**src/rtl/bundle_frame_pkg.sv**
```systemverilog
// Shared constants, field layout and FSM state type for the bundle frame serializer.
package bundle_frame_pkg;

   localparam int unsigned FRAME_W = 126;
   localparam int unsigned ELEM_W  = 63;
   localparam int unsigned BEAT_W  = 32;
   localparam int unsigned NBEATS  = (FRAME_W + BEAT_W - 1) / BEAT_W;

   // Field layout inside one 63-bit element; element 1 sits at +ELEM_W.
   localparam int unsigned B_OFF      = 0;
   localparam int unsigned B_W        = 11;
   localparam int unsigned BAR_D0_OFF = 11;
   localparam int unsigned BAR_C0_OFF = 31;
   localparam int unsigned BAR_D1_OFF = 32;
   localparam int unsigned BAR_C1_OFF = 52;
   localparam int unsigned BAR_D_W    = 20;
   localparam int unsigned BAR_C_W    = 1;
   localparam int unsigned A_OFF      = 53;
   localparam int unsigned A_W        = 10;

   function automatic int unsigned field_pos(input int unsigned elem,
                                             input int unsigned field_off);
      return elem * ELEM_W + field_off;
   endfunction

   typedef enum logic [0:0] {
      StIdle,
      StSend
   } state_e;

endpackage

```
**src/rtl/bundle_frame_serializer_rr_arbiter_2.sv**
```systemverilog
// Two-way round-robin arbiter; purely combinational, pointer register lives in the caller.
module rr_arbiter_2 (
   input  logic valid0,
   input  logic valid1,
   input  logic ptr,
   output logic grant,
   output logic any_valid
);

   always_comb begin
      any_valid = valid0 | valid1;
      if (valid0 && valid1) begin
         grant = ptr;
      end else begin
         grant = valid1;
      end
   end

endmodule

```
**src/rtl/bundle_frame_serializer.sv**
```systemverilog
// Arbitrates two frame sources, latches the winner and streams it LSB-first as narrow beats.
module bundle_frame_serializer #(
   parameter int unsigned FRAME_W = bundle_frame_pkg::FRAME_W,
   parameter int unsigned BEAT_W  = bundle_frame_pkg::BEAT_W
) (
   input  logic               clock,
   input  logic               reset_n,
   input  logic               req0_valid,
   output logic               req0_ready,
   input  logic [FRAME_W-1:0] req0_frame,
   input  logic               req1_valid,
   output logic               req1_ready,
   input  logic [FRAME_W-1:0] req1_frame,
   output logic               out_valid,
   input  logic               out_ready,
   output logic [BEAT_W-1:0]  out_data,
   output logic               out_last,
   output logic               out_src,
   output logic               busy
);

   import bundle_frame_pkg::*;

   localparam int unsigned NBEATS_L = (FRAME_W + BEAT_W - 1) / BEAT_W;
   localparam int unsigned SHREG_W  = NBEATS_L * BEAT_W;
   localparam int unsigned CNT_W    = (NBEATS_L > 1) ? $clog2(NBEATS_L) : 1;
   localparam logic [CNT_W-1:0] LAST_BEAT = CNT_W'(NBEATS_L - 1);

   state_e             state_q;
   logic               ptr_q;
   logic [CNT_W-1:0]   beat_cnt_q;
   logic [SHREG_W-1:0] shreg_q;
   logic               out_src_q;

   logic               grant;
   logic               any_valid;
   logic               accept;
   logic [SHREG_W-1:0] frame_ext;

   rr_arbiter_2 u_arb (
      .valid0    (req0_valid),
      .valid1    (req1_valid),
      .ptr       (ptr_q),
      .grant     (grant),
      .any_valid (any_valid)
   );

   always_comb begin
      accept     = (state_q == StIdle) && any_valid;
      req0_ready = accept && !grant;
      req1_ready = accept && grant;
      frame_ext  = '0;
      frame_ext[FRAME_W-1:0] = grant ? req1_frame : req0_frame;
   end

   always_ff @(posedge clock or negedge reset_n) begin
      if (!reset_n) begin
         state_q    <= StIdle;
         ptr_q      <= 1'b0;
         beat_cnt_q <= '0;
         shreg_q    <= '0;
         out_src_q  <= 1'b0;
      end else begin
         unique case (state_q)
            StIdle: begin
               if (any_valid) begin
                  shreg_q    <= frame_ext;
                  out_src_q  <= grant;
                  ptr_q      <= ~grant;
                  beat_cnt_q <= '0;
                  state_q    <= StSend;
               end
            end
            StSend: begin
               if (out_ready) begin
                  // Final beat is left in place so out_data holds it while idle.
                  if (beat_cnt_q == LAST_BEAT) begin
                     state_q <= StIdle;
                  end else begin
                     shreg_q    <= shreg_q >> BEAT_W;
                     beat_cnt_q <= beat_cnt_q + CNT_W'(1);
                  end
               end
            end
            default: state_q <= StIdle;
         endcase
      end
   end

   always_comb begin
      busy      = (state_q == StSend);
      out_valid = busy;
      out_last  = busy && (beat_cnt_q == LAST_BEAT);
      out_data  = shreg_q[BEAT_W-1:0];
      out_src   = out_src_q;
   end

endmodule

```
**config.mk**
```make
export PLATFORM = sky130hd
export DESIGN_NAME = bundle_frame_serializer
export DESIGN_NICKNAME = d
export VERILOG_FILES = /design/src/rtl/bundle_frame_pkg.sv /design/src/rtl/bundle_frame_serializer_rr_arbiter_2.sv /design/src/rtl/bundle_frame_serializer.sv
export SDC_FILE = /design/constraint.sdc
export NUM_CORES = 1
export LEC_CHECK = 0
export CAP_MARGIN = 25
export CORE_MARGIN = 2
export CORE_UTILIZATION = 25
export DETAILED_ROUTE_END_ITERATION = 10
export MAX_ROUTING_LAYER = met4
export PLACE_DENSITY = 0.65
export SKIP_CTS_REPAIR_TIMING = 1
export SYNTH_ARGS = -nofsm -noshare
export SYNTH_HDL_FRONTEND = slang
export SYNTH_HIERARCHICAL = 1
export SYNTH_SLANG_ARGS = --single-unit
```
**constraint.sdc**
```tcl
create_clock -name clock -period 1.6 [get_ports clock]
set_input_delay 0.24 -clock clock [delete_from_list [all_inputs] [get_ports clock]]
set_output_delay 0.24 -clock clock [all_outputs]
set_load 0.1 [all_outputs]
```
### Supply network, run 1

Bar = 50 um. Pins as bars on the die edge.
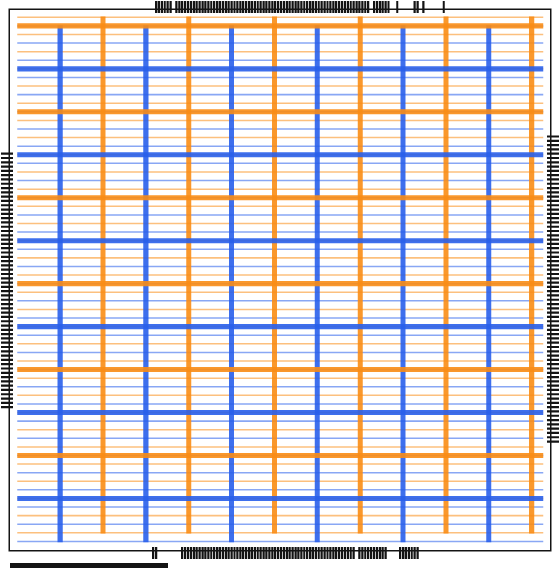
- blue: VSS
- orange: VDD
- met5 straps: 12
- met1 rails: 62
- signal pins: 295

### Cell classes on the final placement, run 1

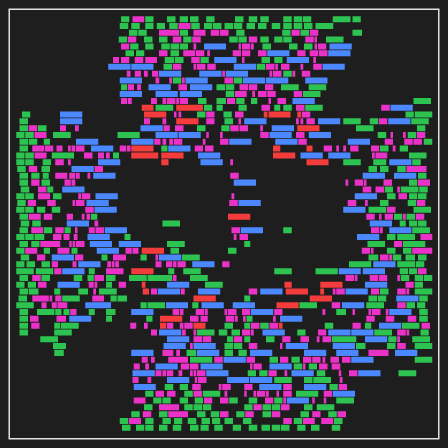
- green: other buffers and delay cells (cells 376)
- blue: flip-flops (cells 131)
- red: clock drivers and dummy loads (cells 32)
- magenta: all other logic (cells 402)

### Routed clock nets over the placement, run 1

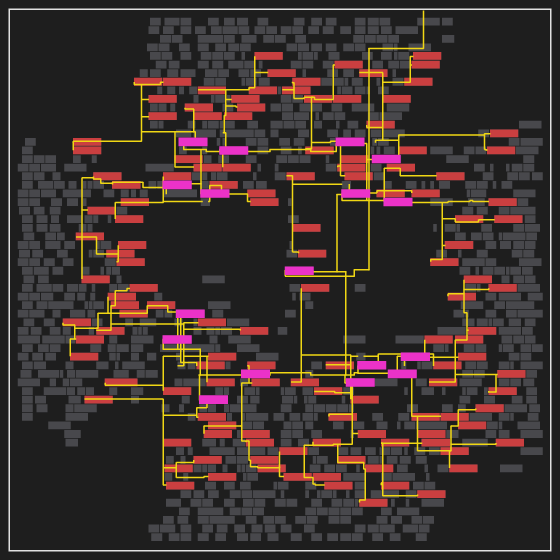
- yellow: clock wires (length 1,980 um)
- red: flip-flops (count 131)
- magenta: cells driving clock nets (count 17)
- flops lie: spread over the die
- routed clock nets: 18

### Metal layers overlaid, run 1

Bar = 50 um.
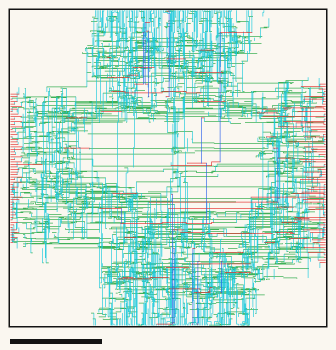
- blue: met4 (wire length 509 um)
- green: met1 (wire length 11,700 um)
- cyan: met2 (wire length 11,500 um)
- red: met3 (wire length 1,530 um)

==> CHANGELOG.md, run 1 <==
## Implementation

- Final Util: 0.4378
- Count of final max-slew check failures: 0
- EDFF count, synth: 0
- Required @ worst endpoint: 1.89 ns
- Top cells, area: dfrtp_1 47%, mux2i_1 18%, a221o_1 14%, nor2_1 5.3%, buf_4 3.6%
- Met1 Usage GRT: 0.2293
- Ys flop type: dfrtp_1
- Avg WL per Cell: 19.17 um
- Die width: 171.0 um
- Unrepaired setup endpoints after global routing: true
- CTS buffer count: 17
- Most area-hungry cell type in the Yosys netlist: dfrtp_1
- Met3 Usage GRT: 0.02799
- CTS max path bufs: 2
- Post-Synthesis Cell Area: 6968 um^2
- Relative slew slack: 0.6910
- Yosys stat cell total: 624
- Placed insts: 1,250
- WHS: 0.3215 ns
- Post-Syn Instances: 624
- Post-layout net count: 1,186
- Slowest-stage cell, CP: dfrtp_1
- Core ar.: 27,630 um^2
- Total Power: 20.45 mW
- Critical R2R Capture: shreg_q[70]
- Placed cell area: 10,790 um^2
- Routed Antenna Nets: 0
- Initial antenna violation count: 1
- Pre-placement core utilization: 0.2522
- Synthesized flop and latch total: 131
- Proportion of synthesized flip-flops having asynchronous set or reset: 1.000
- Critical path data arrival time: 2.10 ns
- Seq share, synth: 0.4705
- Nets at Floorplan: 882
- Crit. End Element: flip-flop
- 1st-iter DRT viols: 460
- CP Cell Sequence: inv_2 -> a21boi_4 -> buf_12 -> buf_12 -> buf_4 -> buf_12 -> mux2i_1 -> nor2_1 -> a221o_1
- Status: complete, but fails checks
- Share of layout cells above drive strength 1: 0.2094
- CP Max Fanout: 12
- FMAX: 553.3 MHz
- Final Non-Filler Cells: 1,320
- Most numerous logic cell after layout: clkdlybuf4s50_1
- Vias: 6,336
- Final Hold Fails: 0
- Worst Clk Skew: 0.008980 ns
- GR Overflow Total: 0
- Largest net degree at the start of global routing: 56
- Tmin final: 1.807 ns
- DRT Pass-1 Iters: 5
- Reg2reg path depth: 9
- Crit path top cell by count: buf_12
- Slew @ Worst Pin: 0.4634 ns
- Synth unique cells: 24
- Design area: 12,100 um^2
- Top Layout Cells: 255 x clkdlybuf4s50_1, 130 x dfrtp_1, 96 x mux2i_1
- Share of the synthesized area in the top cell type: 0.4705
- Crit-path max cell delay: 0.37 ns
- P_leak: 5.185 nW
- Post-route DRC: 0
- Port bufs: 294
- Setup violators final: 116
- WS Path Type: reg2reg
- Place WS: -0.5775 ns
- Yosys stat chip area: 6968 um^2
- R2R Path Start: ptr_q
- Total of max-cap violations: 0
- Setup crit start kind: flip-flop
- TritonCTS clock tree: built
- Log Warnings: 28
- Failing checks: setup timing
- Global routing's busiest layer: met2
- Num rows: 61
- Vias in the first global route: 5,922
- Area grow syn2layout: 73.59%
- CTS sink cnt: 131
- Setup WS post-layout: -0.2073 ns
- GP Congestion: 0.8038
- CP bufs+invs: 5
[run 1: state kept, by name (all words and copies together), names as in the netlist]
signal,count
shreg_q,126
beat_cnt_q,2
busy,1
out_src,1
ptr_q,1
[run 1: cells by family (layout without fill, tap and decap cells)]
group	count (synthesis)	in the layout	share of synthesized area
AND/OR/NAND/NOR	139	141	0.08422
flip-flops	131	131	0.4705
other	0	1	0
multiplexers	126	126	0.1810
AND-OR/OR-AND	132	132	0.1754
buffers and inverters	95	410	0.08709
adder cells (fa/ha/maj)	1	1	0.001795
[run 1: Yosys cell counts (all sizes together) (2+ instances only)]
master and n:
buf 78, mux2i 126, nand2 2, dfrtp 131, inv 2, a21o 3, a221o 94, and2 2
clkbuf 15, o31ai 32, nor2 98, nand3 33
[run 1: report_power, final]
part	switching, mW	internal [mW]
Sequential	1.29	4.64
Clock	1.53	2.37
Combinational	5.73	4.88
[run 1: worst register-to-register path: stages (launching register included)]
cell and delay, ns:
dfrtp_1 0.37, inv_2 0.05, a21boi_4 0.15, buf_12 0.13, buf_12 0.16, buf_4 0.15
buf_12 0.13, mux2i_1 0.22, nor2_1 0.06, a221o_1 0.26
[run 1: area by class of cell]
type,count,area (um^2),area share
inverters,2,10.01,0.0008276
well taps,378,473.0,0.03910
flip-flops and latches,131,3282,0.2713
clock buffers,19,452.9,0.03745
diodes,1,2.502,0.0002069
clock inverters,13,133.9,0.01107
multi-input cells,400,3343,0.2764
repair buffers,376,4398,0.3636
[run 1: worst max-delay path by stage]
| stage | cells past startpoint | endpoint | startpoint | slack [ns] |
|---|---|---|---|---|
| final | 9 | shreg_q[70] | ptr_q | -0.21 |
| after global routing | 9 | shreg_q[70] | ptr_q | -0.28 |
| after CTS | 7 | req1_ready | ptr_q | -0.54 |
| after detailed placement | 7 | shreg_q[29] | req1_valid | -0.58 |
| after global placement | 7 | shreg_q[29] | req1_valid | -0.53 |
| after floorplan | 5 | req0_ready | busy | -0.34 |
[run 1: metal layers]
layer | vias to the layer above | share of wire
met1 | 3108 | 0.46
met2 | 248 | 0.46
li1 | 2951 | -
met4 | 0 | 0.020
met5 | - | 0
met3 | 29 | 0.061
## Run 2: what changed since run 1
- CAP_MARGIN: 25 -> 20
### Metal layers overlaid, run 2

Bar = 50 um.
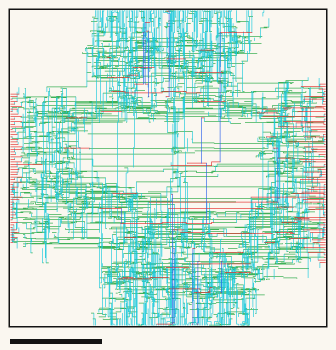
Avg WL per Cell: 19.17 um
vias: 6,336
final WL: 25.31 mm

==> run 2 against run 1 <==
The run still ends with setup timing left. Worst hold slack unchanged. Die size unchanged. Global-route usage did not move. Final area unchanged. Synthesized area unchanged. Sequential cell count is the same. Sequential share of layout area unchanged. Register-to-register slack hardly changed. Critical path depth unchanged. Routed wire length stayed put. Total power unchanged. Clock power is essentially flat.
==> CHANGELOG.md, run 2 <==
## Implementation

- Final Util: 0.4378 (unchanged)
- CTS max path bufs: 2 (unchanged)
- Initial antenna violation count: 1 (unchanged)
- Setup violators final: 116 (unchanged)
- Unrepaired setup endpoints after global routing: true
- Failing checks: setup timing
- Share of layout cells above drive strength 1: 0.2094 (unchanged)
- GP Congestion: 0.8038 (unchanged)
- Most numerous logic cell after layout: clkdlybuf4s50_1
- Required @ worst endpoint: 1.89 ns (about the same)
- Top-count cell post-synth: dfrtp_1
- CP Max Fanout: 12 (unchanged)
- Nets at Floorplan: 882 (unchanged)
- Share of the synthesized area in the top cell type: 0.4705 (unchanged)
- CTS sink cnt: 131 (unchanged)
- Post-layout net count: 1,186 (unchanged)
- Ys flop type: dfrtp_1
- Power Internal: 11.89 mW (unchanged)
- Largest net degree at the start of global routing: 56 (unchanged)
- Num rows: 61 (unchanged)
- Post-Synthesis Cell Area: 6968 um^2 (unchanged)
- Pre-placement core utilization: 0.2522 (unchanged)
- Yosys stat cell total: 624 (unchanged)
- Synthesized flop and latch total: 131 (unchanged)
- Clk pwr share: 0.191 (about the same)
- Status: complete, but fails checks
- GR Overflow Total: 0 (unchanged)
- Crit. End Element: flip-flop
- Most area-hungry cell type in the Yosys netlist: dfrtp_1
- Setup crit start kind: flip-flop
- Sw Ratio: 0.4185 (unchanged)
- Die width: 171.0 um (unchanged)
- Final Hold Fails: 0 (unchanged)
- P_leak: 5.185 nW (unchanged)
- Log Warnings: 28 (unchanged)
- Setup WS post-layout: -0.2073 ns (unchanged)
- Seq share, synth: 0.4705 (unchanged)
- Most flops, register: shreg_q
- WS Path Type: reg2reg
- Gate power share: 0.519 (about the same)
- DRT Pass-1 Iters: 5 (unchanged)
- Max FFs per register: 126 (unchanged)
- Area grow syn2layout: 73.59% (unchanged)
- Proportion of synthesized flip-flops having asynchronous set or reset: 1.000 (unchanged)
- 1st-iter DRT viols: 460 (unchanged)
- Worst Clk Skew: 0.008980 ns (unchanged)
- Relative slew slack: 0.6910 (unchanged)
- Synth unique cells: 24 (unchanged)
- Total of max-cap violations: 0 (unchanged)
- Net Sw Power: 8.559 mW (unchanged)
- Tmin final: 1.807 ns (unchanged)
- Port bufs: 294 (unchanged)
- FMAX: 553.3 MHz (unchanged)
- Slew @ Worst Pin: 0.4634 ns (unchanged)
-- run 2: cell counts after synthesis --
Identical to the previous run, type by type.
-- run 2: final timing paths --
path | from | end | slack [ns] | cells past startpoint
worst min register to register | shreg_q[108] | shreg_q[108] | 0.50 | 2
max in group asynchronous | reset_n | shreg_q[103] | 0.63 | 3
worst max register to register | ptr_q | shreg_q[70] | -0.21 | 9
worst min-delay path | reset_n | shreg_q[19] | 0.32 | 2
min in group clock | req0_frame[100] | shreg_q[100] | 0.47 | 3
worst max-delay path | ptr_q | shreg_q[70] | -0.21 | 9
-- run 2: logic make-up after synthesis --
group / after synthesis / share of synthesized area
compound gates: 132 / 0.1754
fa+ha+maj: 1 / 0.001795
buf+inv: 95 / 0.08709
flops: 131 / 0.4705
mux: 126 / 0.1810
simple gates: 139 / 0.08422
-- run 2: routing by layer --
layer  routed length, um  vias up  global-route usage  part of all wire
met5                   0        -                   -                 0
met4                 509        0             0.04716             0.020
met3                1533       29             0.02799             0.061
met2               11520      248              0.2383              0.46
met1               11740     3108              0.2293              0.46
li1                    -     2951                   -                 -
-- run 2: power groups by stage --
stage | Clock, mW | Sequential, mW | Combinational [mW]
finish | 3.90 | 5.94 | 10.6
global route | 4.16 | 6.08 | 11.1
CTS | 4.00 | 5.92 | 9.68
detailed placement | 0 | 5.96 | 9.66
global placement | 0 | 5.94 | 9.55
floorplan | 0 | 5.34 | 6.75
-- run 2: layout make-up --
type | count | area, um^2
clock inverters | 13 | 133.9
well taps | 378 | 473.0
diodes | 1 | 2.502
repair buffers | 376 | 4398
multi-input cells | 400 | 3343
clock buffers | 19 | 452.9
flip-flops and latches | 131 | 3282
fillers | 2616 | 15530
inverters | 2 | 10.01
-- run 2: per-stage QoR --
step           area, um^2  worst slack [ns]
6_report            12100           -0.2073
5_1_grt             12100           -0.2845
4_1_cts             11380           -0.5424
3_3_place_gp        10790           -0.5294
3_5_place_dp        10790           -0.5775
2_1_floorplan        7027           -0.3432
-- run 2: worst max-delay path: stages (launching register included) --
cell and delay (ns):
dfrtp_1 0.37, inv_2 0.05, a21boi_4 0.15, buf_12 0.13, buf_12 0.16, buf_4 0.14
buf_12 0.13, mux2i_1 0.22, nor2_1 0.06, a221o_1 0.26
Power is estimated from default activity; no workload was simulated.
